### src/rtl/sr_latch_sequencer.sv
// sr_latch_sequencer: valid/ready initiator for a gated SR latch.
// Drives S/R, then pulses E, then holds S/R, using setup/pulse/hold cycle counts.
// Optional readback (define SR_SEQ_READBACK_EN) checks Q/Qbar after each command
// and reports the result in err_code alongside the done pulse.
module sr_latch_sequencer #(
  parameter logic [7:0] SETUP_CYC = 8'd2,
  parameter logic [7:0] PULSE_CYC = 8'd3,
  parameter logic [7:0] HOLD_CYC  = 8'd1,
  parameter logic [7:0] CHK_CYC   = 8'd2
) (
  input  logic       clk,
  input  logic       rst,
  input  logic       req_valid,
  input  logic [1:0] req_op,
  output logic       req_ready,
  output logic       S,
  output logic       R,
  output logic       E,
  input  logic       Q,
  input  logic       Qbar,
  output logic       done,
  output logic [1:0] err_code
);

  typedef enum logic [2:0] {
    ST_IDLE,
    ST_SETUP,
    ST_PULSE,
    ST_HOLD,
    ST_CHECK,
    ST_DONE
  } state_t;

  localparam logic [1:0] OP_SET   = 2'b10;
  localparam logic [1:0] OP_RESET = 2'b01;
  localparam logic [1:0] OP_ILL   = 2'b11;

  // Zero counts would collapse a phase; reject them at elaboration.
  if (SETUP_CYC == 8'd0) begin : g_bad_setup
    $error("SETUP_CYC must be in 1..255");
  end
  if (PULSE_CYC == 8'd0) begin : g_bad_pulse
    $error("PULSE_CYC must be in 1..255");
  end
  if (HOLD_CYC == 8'd0) begin : g_bad_hold
    $error("HOLD_CYC must be in 1..255");
  end
  if (CHK_CYC == 8'd0) begin : g_bad_chk
    $error("CHK_CYC must be in 1..255");
  end

  state_t     state_q, state_d;
  logic [7:0] cnt_q, cnt_d;
  logic [1:0] op_q, op_d;
  logic       s_q, s_d;
  logic       r_q, r_d;
  logic       e_q, e_d;
  logic       done_q, done_d;
  logic [1:0] err_q, err_d;

`ifdef SR_SEQ_READBACK_EN
  logic q_prev_q, q_prev_d;
  logic exp_q;

  // Value Q should hold once the command has been applied.
  always_comb begin
    exp_q = q_prev_q;
    if (op_q == OP_SET) begin
      exp_q = 1'b1;
    end else if (op_q == OP_RESET) begin
      exp_q = 1'b0;
    end
  end
`else
  logic unused_readback;
  assign unused_readback = Q ^ Qbar;
`endif

  // Next-state and next-output logic for the command sequence.
  always_comb begin
    state_d = state_q;
    cnt_d   = cnt_q;
    op_d    = op_q;
    s_d     = s_q;
    r_d     = r_q;
    e_d     = e_q;
    done_d  = done_q;
    err_d   = err_q;
`ifdef SR_SEQ_READBACK_EN
    q_prev_d = q_prev_q;
`endif
    unique case (state_q)
      ST_IDLE: begin
        if (req_valid) begin
          op_d = req_op;
          if (req_op == OP_ILL) begin
            // done is raised one cycle later from DONE itself
            state_d = ST_DONE;
          end else begin
            s_d     = req_op[1];
            r_d     = req_op[0];
            cnt_d   = SETUP_CYC - 8'd1;
            state_d = ST_SETUP;
`ifdef SR_SEQ_READBACK_EN
            q_prev_d = Q;
`endif
          end
        end
      end
      ST_SETUP: begin
        if (cnt_q == '0) begin
          e_d     = 1'b1;
          cnt_d   = PULSE_CYC - 8'd1;
          state_d = ST_PULSE;
        end else begin
          cnt_d = cnt_q - 8'd1;
        end
      end
      ST_PULSE: begin
        if (cnt_q == '0) begin
          e_d     = 1'b0;
          cnt_d   = HOLD_CYC - 8'd1;
          state_d = ST_HOLD;
        end else begin
          cnt_d = cnt_q - 8'd1;
        end
      end
      ST_HOLD: begin
        if (cnt_q == '0) begin
          s_d = 1'b0;
          r_d = 1'b0;
`ifdef SR_SEQ_READBACK_EN
          cnt_d   = CHK_CYC - 8'd1;
          state_d = ST_CHECK;
`else
          done_d  = 1'b1;
          err_d   = 2'b00;
          state_d = ST_DONE;
`endif
        end else begin
          cnt_d = cnt_q - 8'd1;
        end
      end
      ST_CHECK: begin
`ifdef SR_SEQ_READBACK_EN
        if (cnt_q == '0) begin
          done_d  = 1'b1;
          state_d = ST_DONE;
          if (Q == Qbar) begin
            err_d = 2'b11;
          end else if (Q != exp_q) begin
            err_d = 2'b10;
          end else begin
            err_d = 2'b00;
          end
        end else begin
          cnt_d = cnt_q - 8'd1;
        end
`else
        state_d = ST_IDLE;
`endif
      end
      ST_DONE: begin
        // Entered with done already high except on the illegal-op path.
        if (!done_q) begin
          done_d = 1'b1;
          err_d  = 2'b01;
        end else begin
          done_d  = 1'b0;
          err_d   = 2'b00;
          state_d = ST_IDLE;
        end
      end
      default: state_d = ST_IDLE;
    endcase
  end

  // State and registered outputs; reset abandons any command in flight.
  always_ff @(posedge clk or posedge rst) begin
    if (rst) begin
      state_q <= ST_IDLE;
      cnt_q   <= '0;
      op_q    <= '0;
      s_q     <= 1'b0;
      r_q     <= 1'b0;
      e_q     <= 1'b0;
      done_q  <= 1'b0;
      err_q   <= '0;
`ifdef SR_SEQ_READBACK_EN
      q_prev_q <= 1'b0;
`endif
    end else begin
      state_q <= state_d;
      cnt_q   <= cnt_d;
      op_q    <= op_d;
      s_q     <= s_d;
      r_q     <= r_d;
      e_q     <= e_d;
      done_q  <= done_d;
      err_q   <= err_d;
`ifdef SR_SEQ_READBACK_EN
      q_prev_q <= q_prev_d;
`endif
    end
  end

  assign req_ready = (state_q == ST_IDLE);
  assign S         = s_q;
  assign R         = r_q;
  assign E         = e_q;
  assign done      = done_q;
  assign err_code  = err_q;

endmodule

### config.mk
export PLATFORM = sky130hd
export DESIGN_NAME = sr_latch_sequencer
export DESIGN_NICKNAME = d
export VERILOG_FILES = /design/src/rtl/sr_latch_sequencer.sv
export SDC_FILE = /design/constraint.sdc
export NUM_CORES = 1
export LEC_CHECK = 0
export ABC_AREA = 1
export CORE_MARGIN = 2
export CORE_UTILIZATION = 49
export CTS_CLUSTER_DIAMETER = 100
export CTS_CLUSTER_SIZE = 28
export DETAILED_ROUTE_END_ITERATION = 10
export MAX_ROUTING_LAYER = met4
export PLACE_DENSITY = 0.81
export SETUP_SLACK_MARGIN = 0.15
export SYNTH_ARGS = -nofsm -noshare
export SYNTH_HDL_FRONTEND = slang
export SYNTH_SLANG_ARGS = --single-unit
### constraint.sdc
create_clock -name clk -period 1.7 [get_ports clk]
set_clock_uncertainty 0.2 [all_clocks]
set_input_delay 0.34 -clock clk [delete_from_list [all_inputs] [get_ports clk]]
set_output_delay 0.34 -clock clk [all_outputs]
set_load 0.05 [all_outputs]
==> CHANGELOG.md <==
### Metrics

- Status: finished with violations
- Tool warnings: 31
- Port bufs: 10
- Maximum clock rate: 584.3 MHz
- ClkCell Share: 0.02273
- RSZ-0062 raised after global routing: yes
- Fp_density: 0.5133
- Final setup violation count: 2
- CTS tree: built
- FF+latch count, synth: 16
- Non-clk buf share: 0.1991
- CP peak stage delay: 0.41 ns
- First-pass GRT wire length: 4574 um
- Sw frac: 0.5126
- CTS resizes: 12
- Cells after synthesis: 153
- Max Used Layer: met4
- Area leader, netlist: dfrtp_1
- Failing checks: negative setup slack
- Crit start category: register
- Synth warnings: 0
- Routed wl met2: 1640 um
- Critical Path Stages: 10
- Final #Nets: 196
- Clock Pin Slew Worst Setup and Hold Paths: 0.09 ns
- Sequential cells: 16
- Logic pwr share: 0.739
- Int Pwr: 0.001776 W
- Yosys synthesis chip area: 1114 um^2
- Crit path DAT: around 1.7 ns
- Storage cell area: 402.9 um^2
- CTS root buf: clkbuf_4
- Final Worst Setup Slack: -0.01144 ns
- Hold_ws: between 0.1 and 0.15 ns
- Combinational gates: around 110
- Power Density: 2282 nW/um^2
- Pleak: 0.7658 nW
- Clock network power: 0.000258 W
- Count leader, synth: nand2_1
- CP Launch Point: cnt_q[1]
- DRC viols: 0
- Comb. cell area: 696.9 um^2
- Inverters: 25
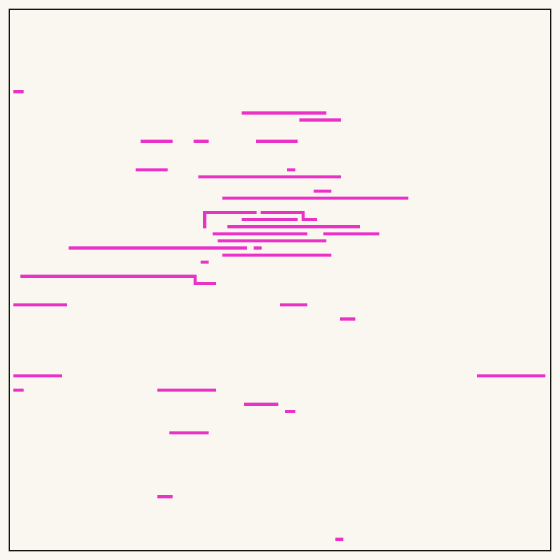
Figure 1: the metal 3 layer.
main direction: horizontal
share of all routed wire: 6.0%
nets with wire on the layer: 25
longest straight run: 17.5 um
Post-Route WL: 3139 um
M3 GR Usage: 0.01724
via count: 1,168

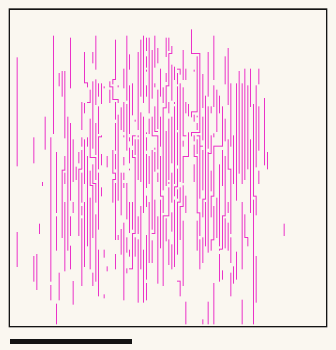
Figure 2: metal 2.
The bar under the picture is 20 um long.
nets with wire on the layer: 162
main direction: vertical
longest straight run: 23.5 um
wire length on this layer: 1,640 um
GR Layer Usage met2: 0.4017

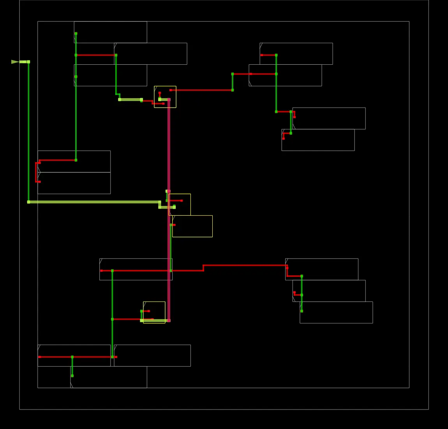
Figure 3: clock wiring as the flow saved it.
total CTS buffers: 3
clk sink count: 16

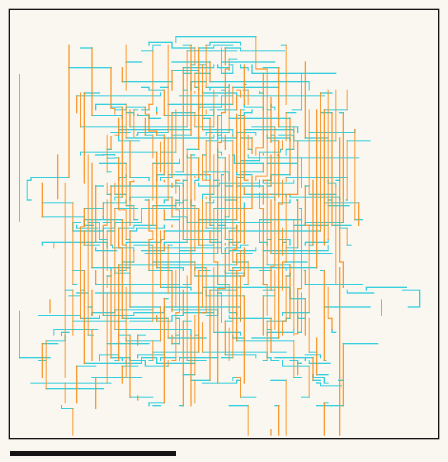
Figure 4: wiring by layer.
The bar under the picture is 20 um long. Only two layers are drawn.
[orange] met2 | wire length: 1,640 um
[cyan] met1 | wire length: 1,210 um
drt wl/cell: 14.60 um
all-layer global routing usage: 0.2372

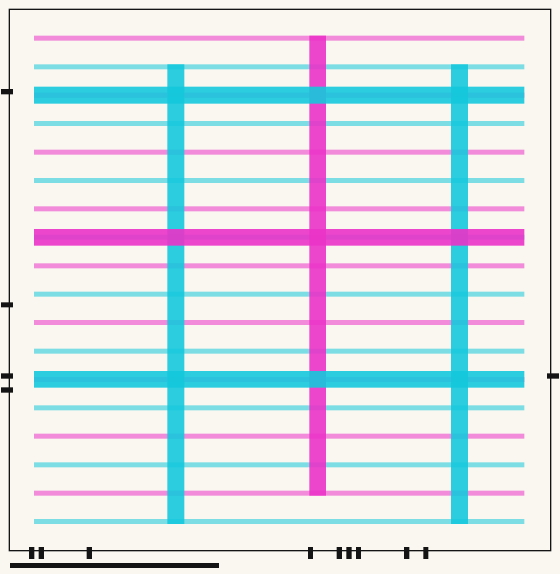
Figure 5: power grid.
The bar under the picture is 20 um long. Pins as bars on the die edge.
[magenta] VDD
[cyan] VSS
met5 straps: 3
met1 rails: 18
rows: 17
die y size: 51.67 um
Peak VDD IR: 1633 uV
Die W: 51.67 um
CORE AREA: 2170 um^2

Power is estimated from default activity; no workload was simulated.
